File: src/rtl/mul_div_unit.sv
// Iterative RV32M multiply/divide unit: shift-add multiplier and restoring divider, 32 iterations.
// Optional MULDIV_EARLY_OUT_EN: trivial cases (divide by zero, overflow, zero multiply) finish at E0.
module mul_div_unit (
    input  logic        clk,
    input  logic        rst_n,
    input  logic        start,
    input  logic [2:0]  select_op,
    input  logic [31:0] operand_a,
    input  logic [31:0] operand_b,
    output logic        busy,
    output logic        done,
    output logic [31:0] result_out
);

`ifdef MULDIV_EARLY_OUT_EN
    localparam bit EarlyOut = 1'b1;
`else
    localparam bit EarlyOut = 1'b0;
`endif

    localparam logic [2:0] OpMul    = 3'b000;
    localparam logic [2:0] OpMulh   = 3'b001;
    localparam logic [2:0] OpMulhsu = 3'b010;
    localparam logic [2:0] OpMulhu  = 3'b011;
    localparam logic [2:0] OpDiv    = 3'b100;
    localparam logic [2:0] OpDivu   = 3'b101;
    localparam logic [2:0] OpRem    = 3'b110;
    localparam logic [2:0] OpRemu   = 3'b111;

    typedef enum logic [1:0] {StIdle, StCalc, StDone} state_e;

    state_e      state_q, state_d;
    logic [2:0]  op_q, op_d;
    logic [31:0] opnd_q, opnd_d;       // multiplicand (MUL*) or divisor (DIV/REM) magnitude
    logic [63:0] acc_q, acc_d;         // product accumulator, or dividend/quotient in low word
    logic [31:0] rem_q, rem_d;
    logic [4:0]  cnt_q, cnt_d;
    logic        neg_q, neg_d;
    logic        spec_q, spec_d;
    logic [31:0] spec_val_q, spec_val_d;
    logic [31:0] result_q, result_d;

    // Accept-side decode of the incoming operation
    logic        a_signed, b_signed, a_neg, b_neg, is_div_in, is_rem_in, sign_in;
    logic [31:0] a_mag, b_mag;
    logic        div_zero, div_ovf, mul_zero, special_in;
    logic [31:0] special_val;

    always_comb begin
        a_signed = (select_op == OpMul) || (select_op == OpMulh) || (select_op == OpMulhsu) ||
                   (select_op == OpDiv) || (select_op == OpRem);
        b_signed = (select_op == OpMul) || (select_op == OpMulh) ||
                   (select_op == OpDiv) || (select_op == OpRem);
        a_neg     = a_signed & operand_a[31];
        b_neg     = b_signed & operand_b[31];
        a_mag     = a_neg ? (~operand_a + 32'd1) : operand_a;
        b_mag     = b_neg ? (~operand_b + 32'd1) : operand_b;
        is_div_in = select_op[2];
        is_rem_in = select_op[2] & select_op[1];
        sign_in   = is_rem_in ? a_neg : (a_neg ^ b_neg);
        div_zero  = is_div_in && (operand_b == 32'd0);
        div_ovf   = ((select_op == OpDiv) || (select_op == OpRem)) &&
                    (operand_a == 32'h8000_0000) && (operand_b == 32'hFFFF_FFFF);
        mul_zero  = !is_div_in && ((operand_a == 32'd0) || (operand_b == 32'd0));
        special_in = div_zero | div_ovf | mul_zero;
        special_val = 32'd0;
        if (div_zero) begin
            special_val = is_rem_in ? operand_a : 32'hFFFF_FFFF;
        end else if (div_ovf) begin
            special_val = is_rem_in ? 32'd0 : 32'h8000_0000;
        end
    end

    // One iteration of each datapath, plus sign fixup of the final value
    logic [32:0] mul_sum, part_rem;
    logic [63:0] mul_acc, div_acc, product;
    logic [31:0] div_rem, quot, remv, final_val;
    logic        q_bit;

    always_comb begin
        mul_sum  = {1'b0, acc_q[63:32]} + {1'b0, (acc_q[0] ? opnd_q : 32'd0)};
        mul_acc  = {mul_sum, acc_q[31:1]};
        part_rem = {rem_q, acc_q[31]};
        q_bit    = part_rem >= {1'b0, opnd_q};
        div_rem  = q_bit ? 32'(part_rem - {1'b0, opnd_q}) : part_rem[31:0];
        div_acc  = {32'd0, acc_q[30:0], q_bit};
        product  = neg_q ? (~mul_acc + 64'd1) : mul_acc;
        quot     = neg_q ? (~div_acc[31:0] + 32'd1) : div_acc[31:0];
        remv     = neg_q ? (~div_rem + 32'd1) : div_rem;
        case (op_q)
            OpMul:                     final_val = product[31:0];
            OpMulh, OpMulhsu, OpMulhu: final_val = product[63:32];
            OpDiv, OpDivu:             final_val = quot;
            default:                   final_val = remv;
        endcase
        if (spec_q) begin
            final_val = spec_val_q;
        end
    end

    always_comb begin
        state_d    = state_q;
        op_d       = op_q;
        opnd_d     = opnd_q;
        acc_d      = acc_q;
        rem_d      = rem_q;
        cnt_d      = cnt_q;
        neg_d      = neg_q;
        spec_d     = spec_q;
        spec_val_d = spec_val_q;
        result_d   = result_q;
        case (state_q)
            StIdle, StDone: begin
                if (start) begin
                    state_d    = StCalc;
                    op_d       = select_op;
                    opnd_d     = is_div_in ? b_mag : a_mag;
                    acc_d      = {32'd0, (is_div_in ? a_mag : b_mag)};
                    rem_d      = 32'd0;
                    cnt_d      = 5'd0;
                    neg_d      = sign_in;
                    spec_d     = special_in;
                    spec_val_d = special_val;
                    if (EarlyOut && special_in) begin
                        state_d  = StDone;
                        result_d = special_val;
                    end
                end else begin
                    state_d = StIdle;
                end
            end
            StCalc: begin
                acc_d = op_q[2] ? div_acc : mul_acc;
                rem_d = op_q[2] ? div_rem : rem_q;
                cnt_d = cnt_q + 5'd1;
                if (cnt_q == 5'd31) begin
                    state_d  = StDone;
                    result_d = final_val;
                end
            end
            default: state_d = StIdle;
        endcase
    end

    always_ff @(posedge clk or negedge rst_n) begin
        if (!rst_n) begin
            state_q    <= StIdle;
            op_q       <= 3'd0;
            opnd_q     <= 32'd0;
            acc_q      <= 64'd0;
            rem_q      <= 32'd0;
            cnt_q      <= 5'd0;
            neg_q      <= 1'b0;
            spec_q     <= 1'b0;
            spec_val_q <= 32'd0;
            result_q   <= 32'd0;
        end else begin
            state_q    <= state_d;
            op_q       <= op_d;
            opnd_q     <= opnd_d;
            acc_q      <= acc_d;
            rem_q      <= rem_d;
            cnt_q      <= cnt_d;
            neg_q      <= neg_d;
            spec_q     <= spec_d;
            spec_val_q <= spec_val_d;
            result_q   <= result_d;
        end
    end

    assign busy       = (state_q == StCalc);
    assign done       = (state_q == StDone);
    assign result_out = result_q;

endmodule

File: config.mk
export PLATFORM = sky130hd
export DESIGN_NAME = mul_div_unit
export DESIGN_NICKNAME = d
export VERILOG_FILES = /design/src/rtl/mul_div_unit.sv
export SDC_FILE = /design/constraint.sdc
export NUM_CORES = 1
export LEC_CHECK = 0
export CAP_MARGIN = 15
export CORE_MARGIN = 10
export CORE_UTILIZATION = 35
export CTS_CLUSTER_DIAMETER = 30
export DETAILED_ROUTE_END_ITERATION = 6
export HOLD_SLACK_MARGIN = 0.06
export PLACE_DENSITY = 0.48
export SYNTH_ARGS = -nofsm -noshare
export SYNTH_HDL_FRONTEND = slang
export SYNTH_SLANG_ARGS = --single-unit
File: constraint.sdc
create_clock -name clk -period 7 [get_ports clk]
set_input_delay 1.4 -clock clk [delete_from_list [all_inputs] [get_ports clk]]
set_output_delay 1.4 -clock clk [all_outputs]
set_load 0.05 [all_outputs]
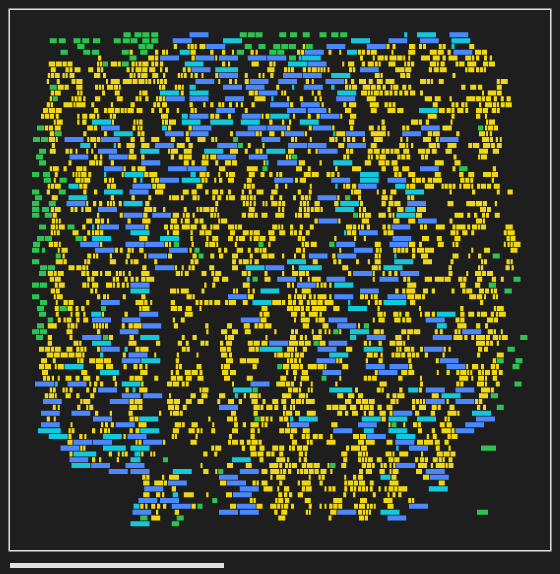
class_map.png
The bar under the picture is 100 um long.
Blue shows sequential cells, cells 204. Yellow shows remaining logic cells, cells 2105. Green shows remaining buffers and delay cells, cells 137. Cyan shows clock drivers and dummy loads, cells 128.
num rows: 85
Core Box Area: 0.05360 mm^2
Layout Utilization: 0.4265
flop share of the area: 0.2234

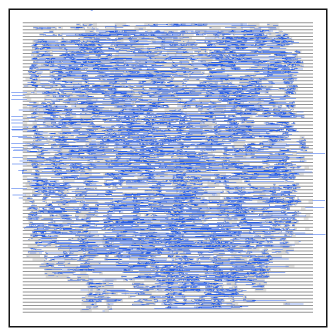
m1.png
Supply wires on this layer in gray. Cells faint in the background.
The layer holds 44% of the routed length. 2509 nets have wire on it. The wires run mostly horizontal. The layer carries 38.5 mm of wire. The longest straight run is 170 um.
via count: 19970
WL final: 87120 um

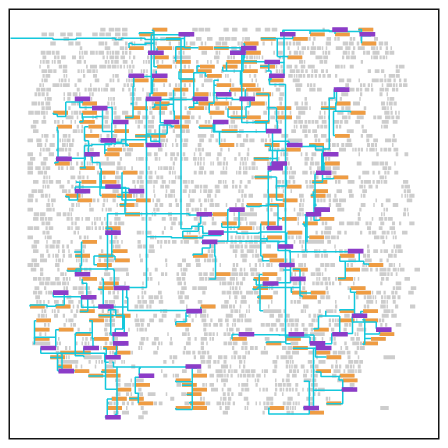
clock_wires.png
Cyan shows clock wires, length 4510 um. Orange shows flip-flops, count 204. Purple shows clock-net drivers, count 71.
There are 72 routed clock nets.
Worst Clk Skew: 20.33 ps
clock share of power: 0.218

==> flow_summary_export.csv <==
group,metric,value,unit
timing,setup_violations,0,
clock_network,cts_setup_buffers,0,
clock_network,cts_made_buffers,71,
drt,viasPerCell,6.101,
job,maxCapViolCount,0,
worst_setup_path,worstPathArrival,6690,ps
synth,fp_nets,2635,
synth,flop_cell,"dfrtp_1",
finish,layout.area.seq,0.005107,mm^2
timing,rsz0062_at_grt,"false",
timing,fmax,0.1616,GHz
global_routing,grt_start_max_net_pins,121,
status,status,"finished, violations left",
drt,drc,1,
finish,layout_top_cell,"nand2_1",
synth,async_flop_share,1.000,
timing,fin_crit,6189,ps
global_routing,grt_pass1_wl,129000,um
worst_setup_path,crit_fanout,12,
finish,nNetsFinal,2663,
drt,firstDrtPassIters,7,
place,io_buffers,103,
synth,edf_count,0,
synth,top_area_frac,0.2703,
place,hpwl,66820,um
global_routing,grt_overflow,0,
synth,yosysWarningCount,0,
global_routing,antenna_found_initial,3,
clock_network,clock_latency,590,ps
die,die_area,0.06366,mm^2
drt,drt_iter0_drc,1912,
die,fp-utilization,0.3524,
power,powerDensity,660.4,mW/mm^2
global_routing,grt_pass1_vias,18970,
synth,syn_area_per_cell,7.583,um^2
synth,ys.flops,204,
synth,area_leaders,"dfrtp_1 27%, o21ai_0 7.6%, nand2_1 5.8%",
synth,syn_area,0.01889,mm^2
die,design.portCount,104,
synth,ys_seq_share,0.2703,
clock_network,h-tree-depth,3,
min_path,holdCritPathClass,"reg -> reg",
die,die_height,252.3,um
drt,drtAntennaViolNets,0,
synth,yosys_cells,2491,
clock_network,cts_buffer_depth,3,
power,leakage,9.244,nW
timing,relSlewSlack,0.2518,
place,gp_congestion,0.9971,
worst_setup_path,required,7500,ps
drt,wl_per_cell,26.62,um
finish,most-common-layout-cells,"290 x nand2_1, 286 x o21ai_0, 202 x dfrtp_1",
worst_setup_path,path_class,"reg -> reg",
synth,yosys_area,0.01889,mm^2
job,tool_warnings,33,
clock_network,clock_sinks,204,
synth,synth.largest_area_cell,"dfrtp_1",
clock_network,ctsHoldBuffers,0,
status,violations,"DRC",
finish,fill_cells,5504,
die,die_x,252.3,um
finish,logic_area,0.01279,mm^2
finish,area_growth,21.03,%
worst_setup_path,end_kind,"flip-flop",
clock_network,ctsResizeCount,0,
clock_network,clk_pin_slew,40,ps
synth,synthDistinctLibCells,95,
worst_setup_path,start_kind,"flip-flop",
clock_network,cts-root-buf,"clkbuf_16",
timing,period_used_share,0.8842,
global_routing,grtUsageTotal,0.2684,
timing,fin_setup_tns,0,ps
finish,drive_above_1_share,0.08664,
timing,worst_pin_slew,1122,ps
synth,netlist_instances,2491,
power,irDropWorstVdd,219.0,uV
timing,finalHoldViolations,0,
clock_network,cts_tree,"built",
timing,drv_slew,0,
-- state kept, by name (all words and copies together), names as in the netlist --
name and cells:
result_out 32, acc_q 64, spec_val_q 32, cnt_q 5, op_q 3, rem_q 32, opnd_q 32, spec_q 1
neg_q 1, state_q 2
-- metal layers --
| metal | vias up | wire length (um) | track usage |
|---|---|---|---|
| li1 | 9240 | - | - |
| met1 | 9698 | 38540 | 0.3644 |
| met2 | 883 | 39180 | 0.4183 |
| met3 | 149 | 5820 | 0.03680 |
| met4 | 0 | 3570 | 0.1165 |
| met5 | - | 0 | 0 |
-- cells in the mapped netlist (all sizes together) (7+ instances only) --
cell,count
o22ai,39
nor4b,7
or2,10
dfrtp,204
o21ai,294
or4,17
ha,72
nand4,29
o221ai,17
clkbuf,150
a31oi,27
xnor2,115
and3,20
o21a,14
buf,32
and2,17
xor2,73
a21o,26
o21bai,7
nor3,68
a211oi,26
nand3,63
mux2i,50
a2111oi,7
nand2,293
o31ai,38
nor2,181
a21oi,190
o41ai,16
and4,10
or3,43
nand2b,18
a22o,29
mux2,25
nor4,22
a221oi,17
inv,79
o211ai,24
nor2b,16
-- area by class of cell --
class | instances | share of cell area
Antenna cell | 3 | 0.0003284
Clock buffer | 101 | 0.09162
Clock inverter | 27 | 0.01691
Inverter | 81 | 0.01330
Multi-Input combinational cell | 2024 | 0.5594
Sequential cell | 204 | 0.2234
Tap cell | 696 | 0.03809
Timing Repair Buffer | 137 | 0.05697
-- final timing paths --
path                                start        endpoint  slack, ps  cells after the start
setup / recovery               opnd_q[17]  result_out[16]        810                     17
setup reg to reg               opnd_q[17]  result_out[16]        810                     17
min in group asynchronous           rst_n       acc_q[56]        810                      1
max in group asynchronous           rst_n           neg_q       5000                      2
hold / removal             spec_val_q[13]  spec_val_q[13]        470                      2
hold reg to reg            spec_val_q[13]  spec_val_q[13]        470                      2
-- stage by stage --
step	power [mW]	std cells	hold WS, ps	setup slack [ps]	cell area [um^2]
floorplan	8.427	2491	441.3	2265	18890
global placement	11.59	3141	458.5	970.7	20360
detailed placement	11.58	3142	465.1	1037	20370
CTS	14.95	3270	474.4	1019	22850
global route	16.01	3270	489.1	754.5	22850
finish	15.10	3273	467.7	810.8	22860
-- logic make-up (layout without fill, tap and decap cells) --
logic type,Yosys count,in the layout,synth area share
muxes,75,75,0.04160
DFF,204,204,0.2703
other,0,3,0
xor gates and xnor gates,188,188,0.08717
buffers and inverters,263,346,0.05425
and+or+nand+nor,838,838,0.2143
AOI/OAI and AO/OA,849,849,0.2826
adders and majority gates,74,74,0.04981
-- report_power, final --
part / switching, mW / total (mW) / internal, mW
sequential: 0.591 / 2.23 / 1.64
clock: 0.908 / 3.29 / 2.38
combinational: 6.41 / 9.58 / 3.17
-- critical path: stages (launching register included) --
cell	delay (ps)
dfrtp_1	380
inv_1	350
ha_1	450
nand4_1	300
nor4_1	130
a31o_2	240
a211oi_2	930
nand2_2	170
inv_1	190
ha_1	560
inv_1	290
or3_1	430
o31ai_1	260
xnor2_1	280
o22ai_1	130
a2111oi_0	510
o21ai_0	290
a21oi_1	210
No activity file was given, so power comes from the tool's default toggle rates.
